Figure 1. Where the registers sit (run 1).
Scale bar: 20 µm. Other sequential cells in the stronger gray, the rest of the logic in the fainter gray.
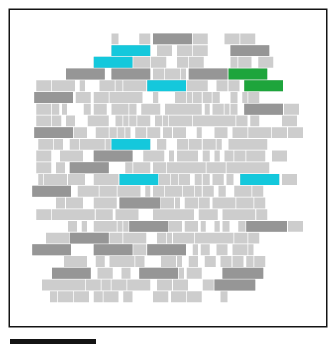
Figure 2. Signal wires by layer (run 1).
Only two layers are drawn.
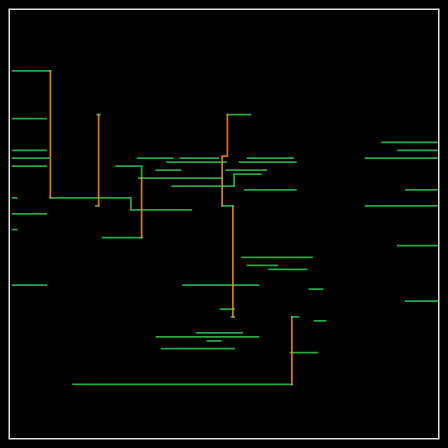
Figure 3. Routing congestion map (run 1).
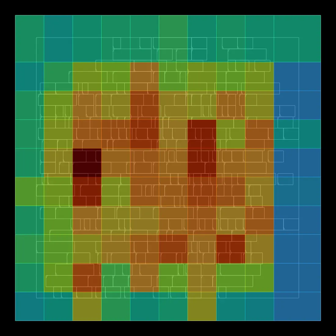
### src/rtl/timer_sequencer_pkg.sv
// Shared constants, state encoding and helpers for the mm:ss countdown timer.
package timer_sequencer_pkg;

  localparam int MIN_W = 6;
  localparam int SEC_W = 6;

  localparam logic [MIN_W-1:0] DEF_MAX_MIN  = 6'd59;
  localparam logic [SEC_W-1:0] DEF_SEC_WRAP = 6'd59;

  typedef logic [1:0] state_t;

  localparam state_t ST_IDLE    = 2'd0;
  localparam state_t ST_RUN     = 2'd1;
  localparam state_t ST_PAUSE   = 2'd2;
  localparam state_t ST_EXPIRED = 2'd3;

  function automatic logic [5:0] sat6(input logic [5:0] v, input logic [5:0] lim);
    return (v > lim) ? lim : v;
  endfunction

endpackage

### src/rtl/mmss_down_counter.sv
// Minutes:seconds down counter with parallel load and a look-ahead zero flag.
module mmss_down_counter
  import timer_sequencer_pkg::*;
#(
  parameter logic [SEC_W-1:0] SEC_WRAP = DEF_SEC_WRAP
) (
  input  logic             clk,
  input  logic             rst_n,
  input  logic [MIN_W-1:0] load_min_i,
  input  logic [SEC_W-1:0] load_sec_i,
  input  logic             load_en_i,
  input  logic             dec_en_i,
  output logic [MIN_W-1:0] min_o,
  output logic [SEC_W-1:0] sec_o,
  output logic             zero_next_o
);

  logic [MIN_W-1:0] min_q, min_d;
  logic [SEC_W-1:0] sec_q, sec_d;

  always_comb begin
    min_d = min_q;
    sec_d = sec_q;
    if (load_en_i) begin
      min_d = load_min_i;
      sec_d = load_sec_i;
    end else if (dec_en_i) begin
      if (sec_q != '0) begin
        sec_d = sec_q - 1'b1;
      end else begin
        min_d = min_q - 1'b1;
        sec_d = SEC_WRAP;
      end
    end
  end

  always_ff @(posedge clk or negedge rst_n) begin
    if (!rst_n) begin
      min_q <= '0;
      sec_q <= '0;
    end else begin
      min_q <= min_d;
      sec_q <= sec_d;
    end
  end

  // Flag is valid whenever a decrement is requested this cycle.
  assign zero_next_o = (min_q == '0) && (sec_q == 6'd1);
  assign min_o       = min_q;
  assign sec_o       = sec_q;

endmodule

### src/rtl/timer_sequencer.sv
// Run/pause/expire sequencer: priority decode, FSM, divider control and alarm.
module timer_sequencer
  import timer_sequencer_pkg::*;
#(
  parameter logic [MIN_W-1:0] MAX_MIN  = DEF_MAX_MIN,
  parameter logic [SEC_W-1:0] SEC_WRAP = DEF_SEC_WRAP
) (
  input  logic             clk,
  input  logic             rst_n,
  input  logic             tick_i,
  input  logic             start_i,
  input  logic             stop_i,
  input  logic             clear_i,
  input  logic             load_i,
  input  logic             fast_i,
  input  logic [MIN_W-1:0] set_min_i,
  input  logic [SEC_W-1:0] set_sec_i,
  output logic             div_sel_o,
  output logic             div_clr_o,
  output logic [MIN_W-1:0] min_o,
  output logic [SEC_W-1:0] sec_o,
  output logic [1:0]       state_o,
  output logic             done_o,
  output logic             alarm_o
);

  state_t           state_q, state_d;
  logic [MIN_W-1:0] pre_min_q, pre_min_d;
  logic [SEC_W-1:0] pre_sec_q, pre_sec_d;
  logic             div_sel_q, div_sel_d;
  logic             div_clr_q, div_clr_d;
  logic             done_q, done_d;
  logic             alarm_q, alarm_d;

  logic [MIN_W-1:0] cnt_min;
  logic [SEC_W-1:0] cnt_sec;
  logic             zero_next;
  logic             cnt_load, cnt_dec;
  logic [MIN_W-1:0] ld_min;
  logic [SEC_W-1:0] ld_sec;
  logic             cnt_nonzero;

  assign cnt_nonzero = (cnt_min != '0) || (cnt_sec != '0);

  always_comb begin
    state_d   = state_q;
    pre_min_d = pre_min_q;
    pre_sec_d = pre_sec_q;
    div_sel_d = div_sel_q;
    div_clr_d = 1'b0;
    done_d    = 1'b0;
    cnt_load  = 1'b0;
    cnt_dec   = 1'b0;
    ld_min    = pre_min_q;
    ld_sec    = pre_sec_q;

    if (clear_i) begin
      state_d  = ST_IDLE;
      cnt_load = 1'b1;
    end else begin
      case (state_q)
        ST_IDLE: begin
          // A start at 00:00 is not applicable, so a lower-priority load may act.
          if (start_i && cnt_nonzero) begin
            state_d   = ST_RUN;
            div_sel_d = fast_i;
            div_clr_d = 1'b1;
          end else if (load_i) begin
            pre_min_d = sat6(set_min_i, MAX_MIN);
            pre_sec_d = sat6(set_sec_i, SEC_WRAP);
            ld_min    = pre_min_d;
            ld_sec    = pre_sec_d;
            cnt_load  = 1'b1;
          end
        end
        ST_RUN: begin
          if (stop_i) begin
            state_d = ST_PAUSE;
          end else if (tick_i) begin
            cnt_dec = 1'b1;
            if (zero_next) begin
              state_d = ST_EXPIRED;
              done_d  = 1'b1;
            end
          end
        end
        ST_PAUSE: begin
          if (start_i) state_d = ST_RUN;
        end
        default: ;
      endcase
    end

    alarm_d = (state_d == ST_EXPIRED);
  end

  always_ff @(posedge clk or negedge rst_n) begin
    if (!rst_n) begin
      state_q   <= ST_IDLE;
      pre_min_q <= '0;
      pre_sec_q <= '0;
      div_sel_q <= 1'b0;
      div_clr_q <= 1'b0;
      done_q    <= 1'b0;
      alarm_q   <= 1'b0;
    end else begin
      state_q   <= state_d;
      pre_min_q <= pre_min_d;
      pre_sec_q <= pre_sec_d;
      div_sel_q <= div_sel_d;
      div_clr_q <= div_clr_d;
      done_q    <= done_d;
      alarm_q   <= alarm_d;
    end
  end

  mmss_down_counter #(
    .SEC_WRAP(SEC_WRAP)
  ) u_counter (
    .clk        (clk),
    .rst_n      (rst_n),
    .load_min_i (ld_min),
    .load_sec_i (ld_sec),
    .load_en_i  (cnt_load),
    .dec_en_i   (cnt_dec),
    .min_o      (cnt_min),
    .sec_o      (cnt_sec),
    .zero_next_o(zero_next)
  );

  assign div_sel_o = div_sel_q;
  assign div_clr_o = div_clr_q;
  assign min_o     = cnt_min;
  assign sec_o     = cnt_sec;
  assign state_o   = state_q;
  assign done_o    = done_q;
  assign alarm_o   = alarm_q;

endmodule
### config.mk
export PLATFORM = sky130hd
export DESIGN_NAME = timer_sequencer
export DESIGN_NICKNAME = d
export VERILOG_FILES = /design/src/rtl/timer_sequencer_pkg.sv /design/src/rtl/mmss_down_counter.sv /design/src/rtl/timer_sequencer.sv
export SDC_FILE = /design/constraint.sdc
export NUM_CORES = 1
export LEC_CHECK = 0
export CAP_MARGIN = 10
export CORE_MARGIN = 5
export CORE_UTILIZATION = 45
export DETAILED_ROUTE_END_ITERATION = 8
export GPL_TIMING_DRIVEN = 0
export PLACE_DENSITY = 0.75
export SLEW_MARGIN = 30
export SYNTH_ARGS = -nofsm -noshare
export SYNTH_HDL_FRONTEND = slang
export SYNTH_SLANG_ARGS = --single-unit
### constraint.sdc
create_clock -name clk -period 2.1 [get_ports clk]
set_clock_uncertainty 0.2 [all_clocks]
set_input_delay 0.315 -clock clk [delete_from_list [all_inputs] [get_ports clk]]
set_output_delay 0.315 -clock clk [all_outputs]
set_load 0.01 [all_outputs]
==> run summary, run 1 <==
FMAX -> 457 MHz
CP Cell Sequence -> inv_2 -> ha_4 -> or4b_4 -> o41ai_4 -> buf_6 -> a221oi_4 -> a221oi_2
met3 Use GR -> 4.38%
Placer Congestion -> 0.937
Mux area share -> 7.42%
fin crit share -> 104%
post-route setup slack -> -0.0862 ns
Logic pwr share -> 40.2%
critical path capture point type -> register
outcome -> finished, violations left
share of cells above drive strength 1 -> 35.4%
cell depth of the worst min-delay path -> 1
failing checks -> negative setup slack
most frequent cell after synthesis -> dfrtp_1
Crit path largest cell delay -> 0.49 ns
Max power group -> combinational logic
TritonCTS clock tree -> done
final setup vio count -> 21
yosys synthesis chip area -> 1810 µm²
Cell Type Count -> 55
measured slew at the worst slew-check pin -> 0.697 ns
Final clock-cell share -> 2.87%
Slew Viols, Final -> 0
Final Hold Fails -> 0
yosys aoi share -> 23.1%
met1 wire length -> 2320 µm
Clock Pin Slew Worst Setup and Hold Paths -> 0.07 ns
P_comb -> 863 µW
cell type with the largest total area -> dfrtp_1
Num CTS Buffers -> 5
initial antenna violation count -> 0
worst-path fanout max -> 8
post-synthesis sequential area ratio -> 41.6%
Hold Path Origin -> pre_min_q[3]$_DFF_PN0_
Critical Path Start -> u_counter.min_o[1]$_DFFE_PN0P_
die height -> 73.3 µm
slowest CP cell -> or4b_4
Core Region -> 3940 µm²
first-pass GRT wire length -> 8850 µm
DR pass1 iterations -> 4
largest net degree at the start of global routing -> 31
-- Figure 1 (at the start) --
[cyan] u_counter.min_o | sequential cells: 6
[green] state_o | sequential cells: 2
not colored: 22

-- Figure 2 (at the start) --
[green] metal 3 | wire length: 363 µm
[orange] metal 4 | wire length: 94.8 µm

-- Figure 3 (at the start) --
fin util: 70.8%
global routing usage on met1: 27.8%
GR peak layer: met2
gr usage total: 21.7%
met2 Usage GRT: 35.5%

Figure 4. Gate families picked out (run 1).
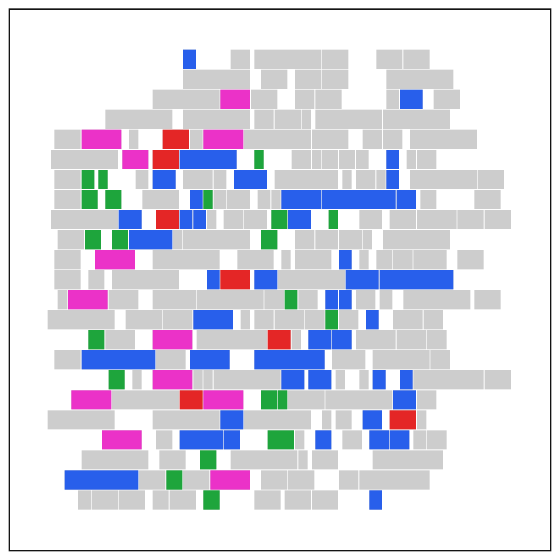

## Run 2: what changed since run 1
--- a/config.mk
+++ b/config.mk
@@ -6,11 +6,11 @@
 export NUM_CORES = 1
 export LEC_CHECK = 0
 export CAP_MARGIN = 10
-export CORE_MARGIN = 5
 export CORE_UTILIZATION = 45
 export DETAILED_ROUTE_END_ITERATION = 8
 export GPL_TIMING_DRIVEN = 0
 export PLACE_DENSITY = 0.75
+export REMOVE_ABC_BUFFERS = 1
 export SLEW_MARGIN = 30
 export SYNTH_ARGS = -nofsm -noshare
 export SYNTH_HDL_FRONTEND = slang
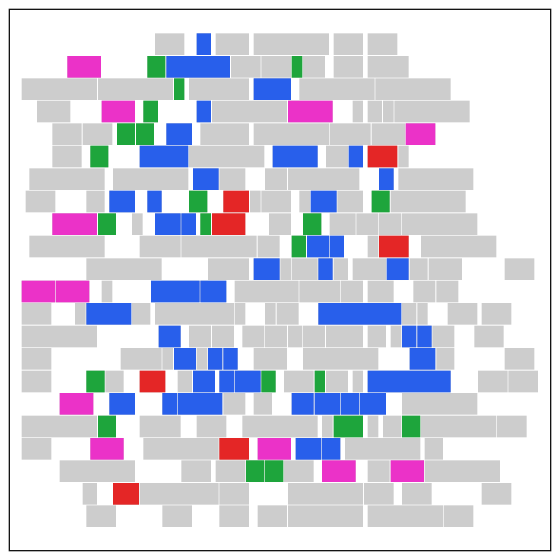
Figure 5: run 2, gate families picked out.
[magenta] multiplexers | cells: 12 | most used: mux2_2 | where: all over the die
[red] AND-OR and OR-AND gates | cells: 7
[green] NAND gates | cells: 21 | most used: nand2b_1
[blue] inverting AOI/OAI gates | cells: 44 | most used: a21oi_1

==> run 2 against run 1 <==
The flow still finishes with violations (negative setup slack); via count shrank 1.0%; hold slack lost 0.0088 ns; final area shrank 6.7%; sequential share of layout area grew 1.8 points; final cell count shrank 5.7%; combinational power shrank 13%; highest routed layer unchanged; routed wire length shrank 6.3%; worst setup slack lost 0.059 ns; largest power group is now sequential cells; critical path depth is the same.
==> run summary, run 2 <==
worst-path fanout max -> 10 (was 8)
Cell Type Count -> 55 (unchanged)
cell depth of the worst min-delay path -> 1 (unchanged)
Max power group -> sequential cells (was combinational logic)
measured slew at the worst slew-check pin -> 0.677 ns (was 0.697 ns)
Final clock-cell share -> 3.17% (was 2.87%)
failing checks -> negative setup slack (unchanged)
critical path capture point type -> register (unchanged)
first-pass GRT wire length -> 8660 µm (was 8850 µm)
Crit path largest cell delay -> 0.39 ns (was 0.49 ns)
GR peak layer -> met2 (unchanged)
yosys aoi share -> 23.1% (unchanged)
Core Region -> 3740 µm² (was 3940 µm²)
net switching power -> 687 µW (was 728 µW)
TritonCTS clock tree -> done (unchanged)
Commonest flop -> dfrtp_1 (unchanged)
Mux area share -> 7.42% (unchanged)
Clock Pin Slew Worst Setup and Hold Paths -> 0.06 ns (was 0.07 ns)
Routed WL per cell -> 18.9 µm (was 19.0 µm)
Final Hold Fails -> 0 (unchanged)
outcome -> finished, violations left (unchanged)
Logic pwr share -> 36.7% (was 40.2%)
share of cells above drive strength 1 -> 29.9% (was 35.4%)
Num CTS Buffers -> 5 (unchanged)
P_comb -> 753 µW (was 863 µW)
DR pass1 iterations -> 4 (unchanged)
final setup vio count -> 24 (was 21)
Critical Path Start -> u_counter.min_o[1]$_DFFE_PN0P_ (unchanged)
Hold Path Sink -> pre_sec_q[5]$_DFF_PN0_ (was pre_min_q[3]$_DFF_PN0_)
Placer Congestion -> 0.866 (was 0.937)
FMAX -> 445 MHz (was 457 MHz)
most frequent cell after synthesis -> dfrtp_1 (unchanged)
initial antenna violation count -> 0 (unchanged)
XOR/XNOR Area Share -> 0.970% (unchanged)
die height -> 65.3 µm (was 73.3 µm)
gr usage total -> 26.9% (was 21.7%)
Post-Synth Simple-Gate Area -> 19.8% (unchanged)
post-route setup slack -> -0.146 ns (was -0.0862 ns)
fin util -> 69.6% (was 70.8%)
Worst Hold Class -> reg2reg (unchanged)
fin crit share -> 107% (was 104%)
CP bufs+invs -> 2 (unchanged)
met1 wire length -> 2170 µm (was 2320 µm)
largest net degree at the start of global routing -> 31 (unchanged)
slowest CP cell -> dfrtp_1 (was or4b_4)
CP Cell Sequence -> inv_2 -> ha_4 -> nor4b_4 -> a41oi_4 -> nor3_4 -> buf_12 -> mux2_2 (was inv_2 -> ha_4 -> or4b_4 -> o41ai_4 -> buf_6 -> a221oi_4 -> a221oi_2)
post-synthesis sequential area ratio -> 41.6% (unchanged)
yosys synthesis chip area -> 1810 µm² (unchanged)
Hold Path Origin -> pre_sec_q[5]$_DFF_PN0_ (was pre_min_q[3]$_DFF_PN0_)
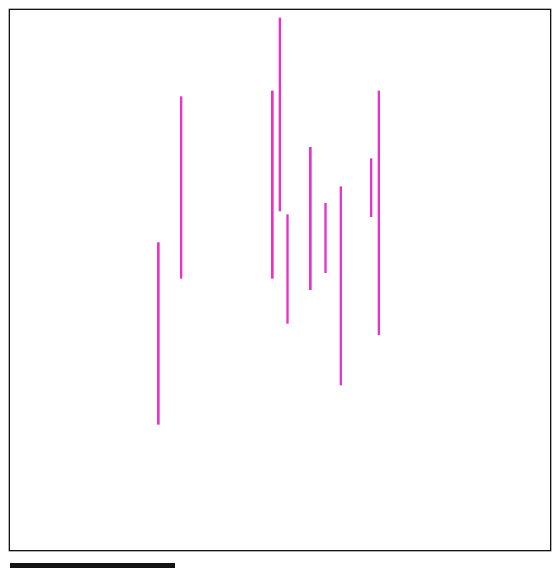
Figure 6: run 2, signal wires on met4.
Scale bar: 20 µm.
nets with wire on the layer: 9
main direction: vertical
wire length on this layer: 187 µm
longest straight run: 29.2 µm
share of all routed wire: 3.5%

Figure 7. Signal wires by layer (run 2).
Only two layers are drawn.
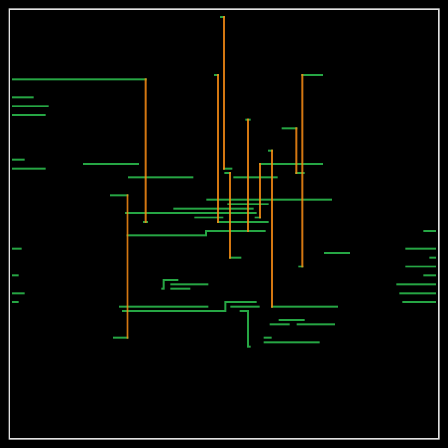

## Run 3: what changed since run 2
--- a/config.mk
+++ b/config.mk
@@ -9,9 +9,10 @@
 export CORE_UTILIZATION = 45
 export DETAILED_ROUTE_END_ITERATION = 8
 export GPL_TIMING_DRIVEN = 0
-export PLACE_DENSITY = 0.75
+export PLACE_DENSITY = 0.76
 export REMOVE_ABC_BUFFERS = 1
 export SLEW_MARGIN = 30
 export SYNTH_ARGS = -nofsm -noshare
 export SYNTH_HDL_FRONTEND = slang
+export SYNTH_HIERARCHICAL = 1
 export SYNTH_SLANG_ARGS = --single-unit
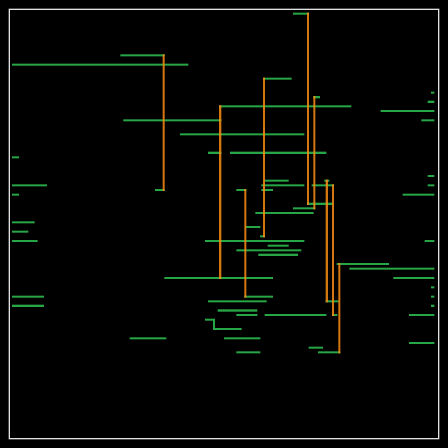
Figure 8: run 3, signal wires by layer.
Only two layers are drawn.
[orange] metal 4 | wire length: 178 µm
[green] metal 3 | wire length: 314 µm

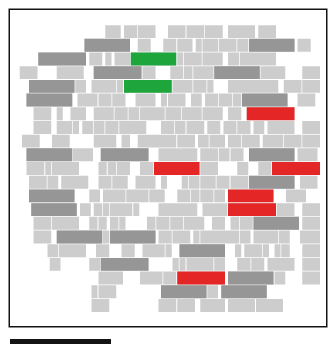
Figure 9: run 3, where the registers sit.
Scale bar: 20 µm. Other sequential cells in the stronger gray, the rest of the logic in the fainter gray.
[green] state_o | sequential cells: 2
[red] u_counter/min_o | sequential cells: 6 | where: middle right
not colored: 22

==> run 3 against run 2 <==
The run still ends with negative setup slack left; final cell count fell by 1.4%; first-iteration DRC count fell by 51%; sequential power rose by 1%; worst setup slack got worse by 0.11 ns; utilization rose by 5.7 points; sequential share of layout area rose by 0.49 points; via count fell by 7.6%; combinational power rose by 11%; largest power group unchanged.
==> run summary, run 3 <==
final setup vio count -> 13 (was 24)
FMAX -> 424 MHz (was 445 MHz)
Final Hold Fails -> 0 (unchanged)
net switching power -> 748 µW (was 687 µW)
Hold Path Origin -> pre_sec_q[3]$_DFF_PN0_ (was pre_sec_q[5]$_DFF_PN0_)
outcome -> finished, violations left (unchanged)
P_comb -> 839 µW (was 753 µW)
Commonest flop -> dfrtp_1 (unchanged)
most frequent cell after synthesis -> dfrtp_1 (unchanged)
Placer Congestion -> 0.849 (was 0.866)
post-synthesis sequential area ratio -> 45.2% (was 41.6%)
measured slew at the worst slew-check pin -> 0.683 ns (was 0.677 ns)
failing checks -> negative setup slack (unchanged)
Max power group -> sequential cells (unchanged)
post-route setup slack -> -0.258 ns (was -0.146 ns)
first-pass GRT wire length -> 7930 µm (was 8660 µm)
GR peak layer -> met2 (unchanged)
Final clock-cell share -> 3.52% (was 3.17%)
DR pass1 iterations -> 4 (unchanged)
Num CTS Buffers -> 5 (unchanged)
TritonCTS clock tree -> done (unchanged)
fin crit share -> 112% (was 107%)
Cell Type Count -> 44 (was 55)
Hold Path Sink -> pre_sec_q[3]$_DFF_PN0_ (was pre_sec_q[5]$_DFF_PN0_)
XOR/XNOR Area Share -> 0% (was 0.970%)
met3 Use GR -> 7.85% (was 5.90%)
Power and IR drop assume default switching activity.
